==> src/rtl/rv32_mc_control.sv <==
// rv32_mc_control: main control FSM of the multicycle reduced-ISA RV32 core.
// Sequences fetch/decode/execute/memory/write-back and Moore-decodes every
// datapath control from the current state. Memory states are stretched by
// MEM_WAIT extra cycles through a 4-bit wait counter; write enables pulse only
// in the last cycle of a memory state, so each is one cycle per state visit.
// Optional feature macro: RV32_MC_ILLEGAL_TRAP_EN (illegal decode -> TRAP, halt).
module rv32_mc_control #(
    parameter int MEM_WAIT = 0
) (
    input  logic       clockCPU,
    input  logic       reset,
    input  logic [6:0] opcode,
    input  logic [2:0] funct3,
    output logic [3:0] estado,
    output logic       EscrevePC,
    output logic       EscrevePCCond,
    output logic       IouD,
    output logic       EscreveMem,
    output logic       LeMem,
    output logic       EscreveIR,
    output logic       EscreveReg,
    output logic [1:0] Mem2Reg,
    output logic [1:0] OrigPC,
    output logic [1:0] OrigAULA,
    output logic [1:0] OrigBULA,
    output logic [1:0] ALUOp,
    output logic       halt
);

    localparam logic [3:0] S_FETCH    = 4'd0;
    localparam logic [3:0] S_DECODE   = 4'd1;
    localparam logic [3:0] S_MEMADDR  = 4'd2;
    localparam logic [3:0] S_MEMREAD  = 4'd3;
    localparam logic [3:0] S_MEMWB    = 4'd4;
    localparam logic [3:0] S_MEMWRITE = 4'd5;
    localparam logic [3:0] S_EXEC_R   = 4'd6;
    localparam logic [3:0] S_ALU_WB   = 4'd7;
    localparam logic [3:0] S_BRANCH   = 4'd8;
    localparam logic [3:0] S_JAL      = 4'd9;
    localparam logic [3:0] S_EXEC_I   = 4'd10;
`ifdef RV32_MC_ILLEGAL_TRAP_EN
    localparam logic [3:0] S_TRAP     = 4'd15;
    localparam logic [3:0] S_ILLEGAL  = S_TRAP;
`else
    localparam logic [3:0] S_ILLEGAL  = S_FETCH;
`endif

    localparam logic [6:0] OP_LW     = 7'b0000011;
    localparam logic [6:0] OP_SW     = 7'b0100011;
    localparam logic [6:0] OP_R      = 7'b0110011;
    localparam logic [6:0] OP_I      = 7'b0010011;
    localparam logic [6:0] OP_BRANCH = 7'b1100011;
    localparam logic [6:0] OP_JAL    = 7'b1101111;

    localparam logic [3:0] WAIT_INIT = 4'(MEM_WAIT);

    logic [3:0] state_reg, state_next;
    logic [3:0] wait_reg, wait_next;
    logic       wait_done;
    logic       pc_we, pcc_we, mem_we, ir_we, reg_we;

    assign wait_done = (wait_reg == 4'd0);

    // DECODE dispatch: only beq (funct3=000) is a legal branch.
    function automatic logic [3:0] decode_target(input logic [6:0] op, input logic [2:0] f3);
        logic [3:0] t;
        t = S_ILLEGAL;
        case (op)
            OP_LW, OP_SW: t = S_MEMADDR;
            OP_R:         t = S_EXEC_R;
            OP_I:         t = S_EXEC_I;
            OP_BRANCH:    t = (f3 == 3'b000) ? S_BRANCH : S_ILLEGAL;
            OP_JAL:       t = S_JAL;
            default:      t = S_ILLEGAL;
        endcase
        return t;
    endfunction

    // State and wait counter; reset lands in FETCH with a full wait count.
    always_ff @(posedge clockCPU or posedge reset) begin
        if (reset) begin
            state_reg <= S_FETCH;
            wait_reg  <= WAIT_INIT;
        end else begin
            state_reg <= state_next;
            wait_reg  <= wait_next;
        end
    end

    // Next-state logic; memory states hold while the wait counter drains.
    always_comb begin
        state_next = state_reg;
        wait_next  = wait_reg;
        case (state_reg)
            S_FETCH: begin
                if (!wait_done) wait_next = wait_reg - 4'd1;
                else            state_next = S_DECODE;
            end
            S_DECODE:  state_next = decode_target(opcode, funct3);
            S_MEMADDR: state_next = (opcode == OP_SW) ? S_MEMWRITE : S_MEMREAD;
            S_MEMREAD: begin
                if (!wait_done) wait_next = wait_reg - 4'd1;
                else            state_next = S_MEMWB;
            end
            S_MEMWRITE: begin
                if (!wait_done) wait_next = wait_reg - 4'd1;
                else            state_next = S_FETCH;
            end
            S_EXEC_R, S_EXEC_I:        state_next = S_ALU_WB;
            S_MEMWB, S_ALU_WB,
            S_BRANCH, S_JAL:           state_next = S_FETCH;
`ifdef RV32_MC_ILLEGAL_TRAP_EN
            S_TRAP:                    state_next = S_TRAP;
`endif
            default:                   state_next = S_FETCH;
        endcase
        // Reload the wait count whenever a memory state is freshly entered.
        if ((state_next != state_reg) &&
            ((state_next == S_FETCH) || (state_next == S_MEMREAD) || (state_next == S_MEMWRITE)))
            wait_next = WAIT_INIT;
    end

    // Moore output decode from the current state.
    always_comb begin
        pc_we    = 1'b0;
        pcc_we   = 1'b0;
        mem_we   = 1'b0;
        ir_we    = 1'b0;
        reg_we   = 1'b0;
        IouD     = 1'b0;
        LeMem    = 1'b0;
        Mem2Reg  = 2'b00;
        OrigPC   = 2'b00;
        OrigAULA = 2'b00;
        OrigBULA = 2'b00;
        ALUOp    = 2'b00;
        case (state_reg)
            S_FETCH: begin
                LeMem    = 1'b1;
                OrigBULA = 2'b01;
                ir_we    = wait_done;
                pc_we    = wait_done;
            end
            S_DECODE: begin
                OrigAULA = 2'b10;
                OrigBULA = 2'b10;
            end
            S_MEMADDR: begin
                OrigAULA = 2'b01;
                OrigBULA = 2'b10;
            end
            S_MEMREAD: begin
                IouD  = 1'b1;
                LeMem = 1'b1;
            end
            S_MEMWB: begin
                reg_we  = 1'b1;
                Mem2Reg = 2'b01;
            end
            S_MEMWRITE: begin
                IouD   = 1'b1;
                mem_we = wait_done;
            end
            S_EXEC_R: begin
                OrigAULA = 2'b01;
                ALUOp    = 2'b10;
            end
            S_EXEC_I: begin
                OrigAULA = 2'b01;
                OrigBULA = 2'b10;
                ALUOp    = 2'b11;
            end
            S_ALU_WB: begin
                reg_we = 1'b1;
            end
            S_BRANCH: begin
                OrigAULA = 2'b01;
                ALUOp    = 2'b01;
                pcc_we   = 1'b1;
                OrigPC   = 2'b01;
            end
            S_JAL: begin
                pc_we   = 1'b1;
                OrigPC  = 2'b10;
                reg_we  = 1'b1;
                Mem2Reg = 2'b10;
            end
            default: begin
            end
        endcase
    end

    // Reset parks the FSM in FETCH, which would otherwise fire the fetch
    // pulse when MEM_WAIT=0; gating keeps every write quiet during reset.
    assign EscrevePC     = pc_we  & ~reset;
    assign EscrevePCCond = pcc_we & ~reset;
    assign EscreveMem    = mem_we & ~reset;
    assign EscreveIR     = ir_we  & ~reset;
    assign EscreveReg    = reg_we & ~reset;
    assign estado        = state_reg;

`ifdef RV32_MC_ILLEGAL_TRAP_EN
    assign halt = (state_reg == S_TRAP);
`else
    assign halt = 1'b0;
`endif

endmodule
==> config.mk <==
export PLATFORM = sky130hd
export DESIGN_NAME = rv32_mc_control
export DESIGN_NICKNAME = d
export VERILOG_FILES = /design/src/rtl/rv32_mc_control.sv
export SDC_FILE = /design/constraint.sdc
export NUM_CORES = 1
export LEC_CHECK = 0
export CORE_MARGIN = 2
export CORE_UTILIZATION = 25
export CTS_CLUSTER_DIAMETER = 80
export DETAILED_ROUTE_END_ITERATION = 10
export GPL_ROUTABILITY_DRIVEN = 0
export PLACE_DENSITY_LB_ADDON = 0.3
export SYNTH_ARGS = -nofsm -noshare
export SYNTH_HDL_FRONTEND = slang
export SYNTH_SLANG_ARGS = --single-unit
==> constraint.sdc <==
create_clock -name clockCPU -period 1.98 [get_ports clockCPU]
set_clock_uncertainty 0.05 [all_clocks]
set_input_delay 0.198 -clock clockCPU [delete_from_list [all_inputs] [get_ports clockCPU]]
set_output_delay 0.198 -clock clockCPU [all_outputs]
set_load 0.1 [all_outputs]
Figure 1. Signal metal coverage by tile (run 1).
The die is cut into 13 by 13 equal tiles; white is low, dark blue is high, scaled to the fullest tile. Values are wire area over tile area, all layers added.
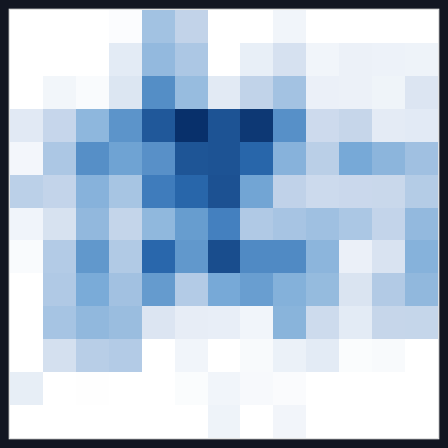
- fullest tile: 0.44
- nearly empty tiles: 24%
- densest ninth of the die: center

Figure 2. Cell outlines without signal wires (run 1).
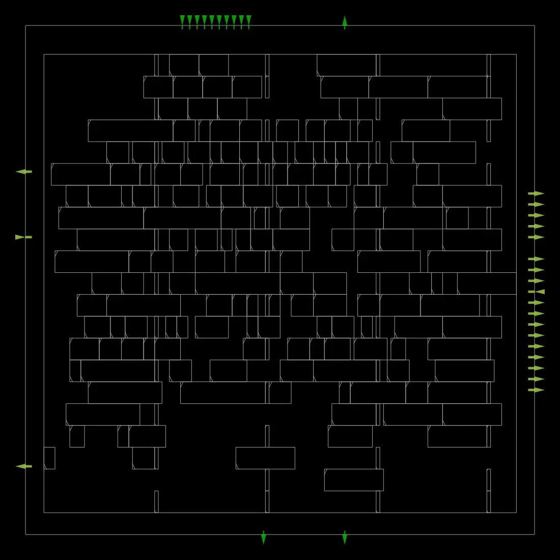
Layout Cells excl Fill: 214
CORE AREA: 0.003363 mm^2

Figure 3. Routed metal, one color a layer (run 1).
Two of the layers only.
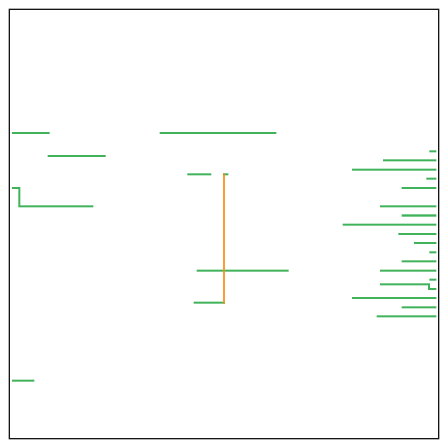
- M3: green (wire length 179 um)
- M4: orange (wire length 19.0 um)
drt wl/cell: 13.44 um
vias: 1,023
drt total wl: 2877 um
Overall Global Routing Usage: 0.1531

==> impl_metrics.ini, run 1 <==
; physical design summary
[status]
run_status = complete, but fails checks
failed_checks = negative setup slack

[cts]
postCtsSetupRepairBufs = 5
cts_root_buffer = clkbuf_4
cts_made_buffers = 3

[setup_path]
r2r_end = wait_reg[3]
crit_buf_inv = 4
cpPeakStageDelay_ps = 410
r2r_cells = 9
critPathSlowestCell = or3b_4
worstSetupPathType = reg -> out
crit_path_start_kind = register

[grt]
grt_start_max_net_pins = 10
use_met2 = 0.2553
grt-busiest-layer = met2
grt_overflow = 0

[final_timing]
final_hold_viol_count = 0
worst-slew-pin-transition_ps = 671.4
worst_slack_ps = -158.1
setup_violations = 7
slew_headroom = 0.5490

[yosys]
numSynthFlops = 8
ys_seq_share = 0.2266
simple_gate_area_frac = 0.3867
yosysChipArea_um2 = 883.3
fa_ha_area_frac = 0.01416
ys.flop_type = dfrtp_1
top_cells_by_count = nor2_1, nor3_1, dfrtp_1
syn_avg_cell_area_um2 = 8.179
ys_cells = 108

[cells_and_area]
seq_share = 0.1155
comb_area_frac = 0.4083
fillCellCount = 308
most-common-layout-cells = buf_4, buf_12, nor2_1, clkdlybuf4s50_1
drive_above_1_share = 0.5595
bufAreaShareNonClock = 0.4171
flop_area_um2 = 215.2

[power_and_ir_drop]
p_comb_frac = 0.814
p_clk_mw = 0.126
switching_share = 0.5091

[detailed_routing]
met1_length_um = 1208

[min_path]
worst_hold_path_type = in -> async
[run 1: metrics by stage]
stage / utilization / hold slack (ps) / area, um^2 / std cells
6_report: 0.5539 / 527.1 / 1863 / 214
5_1_grt: 0.5539 / 557.9 / 1863 / 214
4_1_cts: 0.5472 / 525.6 / 1841 / 212
3_5_place_dp: 0.5193 / 539.4 / 1747 / 204
3_3_place_gp: 0.5193 / 543.3 / 1747 / 204
2_1_floorplan: - / -4.959 / 1059 / 108
[run 1: worst min-delay path by stage]
stage / startpoint / to / slack (ps) / cells past startpoint
final: reset / estado[1] / 530 / 3
after global routing: reset / estado[1] / 560 / 3
after CTS: reset / estado[0] / 530 / 3
after detailed placement: wait_reg[3] / wait_reg[3] / 540 / 2
after global placement: wait_reg[3] / wait_reg[3] / 540 / 2
after floorplan: reset / wait_reg[0] / -5 / 1
==> inputs of run 2 (changes only) <==
--- a/config.mk
+++ b/config.mk
@@ -5,6 +5,7 @@
 export SDC_FILE = /design/constraint.sdc
 export NUM_CORES = 1
 export LEC_CHECK = 0
+export CORE_ASPECT_RATIO = 1.4
 export CORE_MARGIN = 2
 export CORE_UTILIZATION = 25
 export CTS_CLUSTER_DIAMETER = 80
==> run 2 against run 1 <==
  * The flow still finishes with violations (negative setup slack)
  * Worst hold slack better by 57 ps
  * Final area up 2.9%
  * Setup slack better by 26 ps
  * Maximum frequency up 1.2%
  * Critical path type unchanged
==> impl_metrics.ini, run 2 <==
; physical design summary
[status]
run_status = complete, but fails checks
failed_checks = negative setup slack

[yosys]
ys.flop_type = dfrtp_1
fa_ha_area_frac = 0.01416
simple_gate_area_frac = 0.3867
ys_seq_share = 0.2266
yosysChipArea_um2 = 883.3
syn_avg_cell_area_um2 = 8.179
numSynthFlops = 8
ys_cells = 108
top_cells_by_count = nor2_1, nor3_1, dfrtp_1

[detailed_routing]
wl_um = 2822
met3_length_um = 108

[min_path]
whs_path_depth = 2
worst_hold_path_type = reg -> reg
min_to = wait_reg[3]
worstHoldStart = wait_reg[3]

[final_timing]
worst_slack_ps = -131.8
final_hold_viol_count = 0
setup_violations = 7

[setup_path]
crit_buf_inv = 4
cpPeakStageDelay_ps = 400
worstSetupPathType = reg -> out
r2r_cells = 9
critPathSlowestCell = or3b_4

[cts]
cts_made_buffers = 3
cts_root_buffer = clkbuf_8
postCtsSetupRepairBufs = 7

[grt]
use_met2 = 0.3066
grt_start_max_net_pins = 12
grt-busiest-layer = met2

[cells_and_area]
final_cells = 214
drive_above_1_share = 0.5632
flop_area_um2 = 215.2
bufAreaShareNonClock = 0.4289
comb_area_frac = 0.3936

[power_and_ir_drop]
switching_share = 0.4946
p_comb_frac = 0.797

[die]
coreArea_mm2 = 0.003378

[placement]
placed_cells = 202
run 2: cell counts after synthesis:
Identical to the previous run, type by type.
run 2: through the flow:
step                      instance area [um^2]  hold slack, ps  total power, mW  setup slack [ps]  TNS (ps)
after floorplan                           1059          -4.959            1.460             -1611     -9667
after global routing                      1917           613.1            2.537            -211.0     -1276
after detailed placement                  1769           562.4            2.048            -155.4    -692.2
after CTS                                 1896           586.2            2.371            -146.8    -780.7
final                                     1917           584.5            2.405            -131.8    -700.4
after global placement                    1769           547.0            2.010            -90.14    -399.2
run 2: logic make-up after synthesis:
group | Yosys count
adders and majority gates | 1
buffers and inverters | 14
AOI/OAI and AO/OA | 24
and+or+nand+nor | 56
DFF | 8
xor gates and xnor gates | 4
other | 1
Figure 4. Cell outlines without signal wires (run 2).
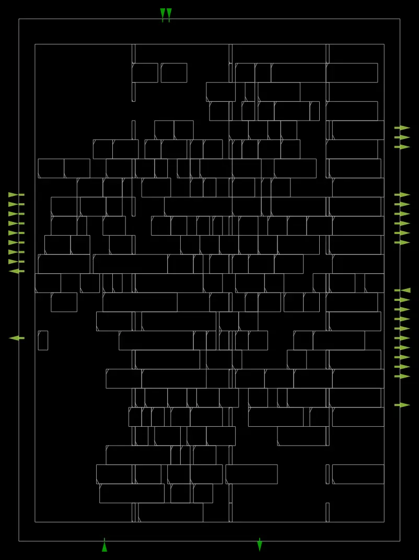
filler instances: 283
std cell rows: 25
Tapcells: 40
final core occ: 0.5674
flop count: 8

Figure 5. Routed metal, one color a layer (run 2).
Two of the layers only.
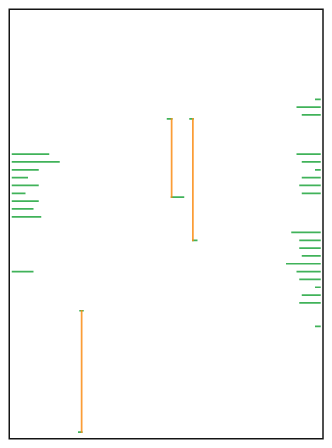
- M4: orange (wire length 55.8 um)
- M3: green (wire length 108 um)
drt wl/cell: 13.19 um
Overall Global Routing Usage: 0.1592
vias: 1,063

Power is estimated from default activity; no workload was simulated.
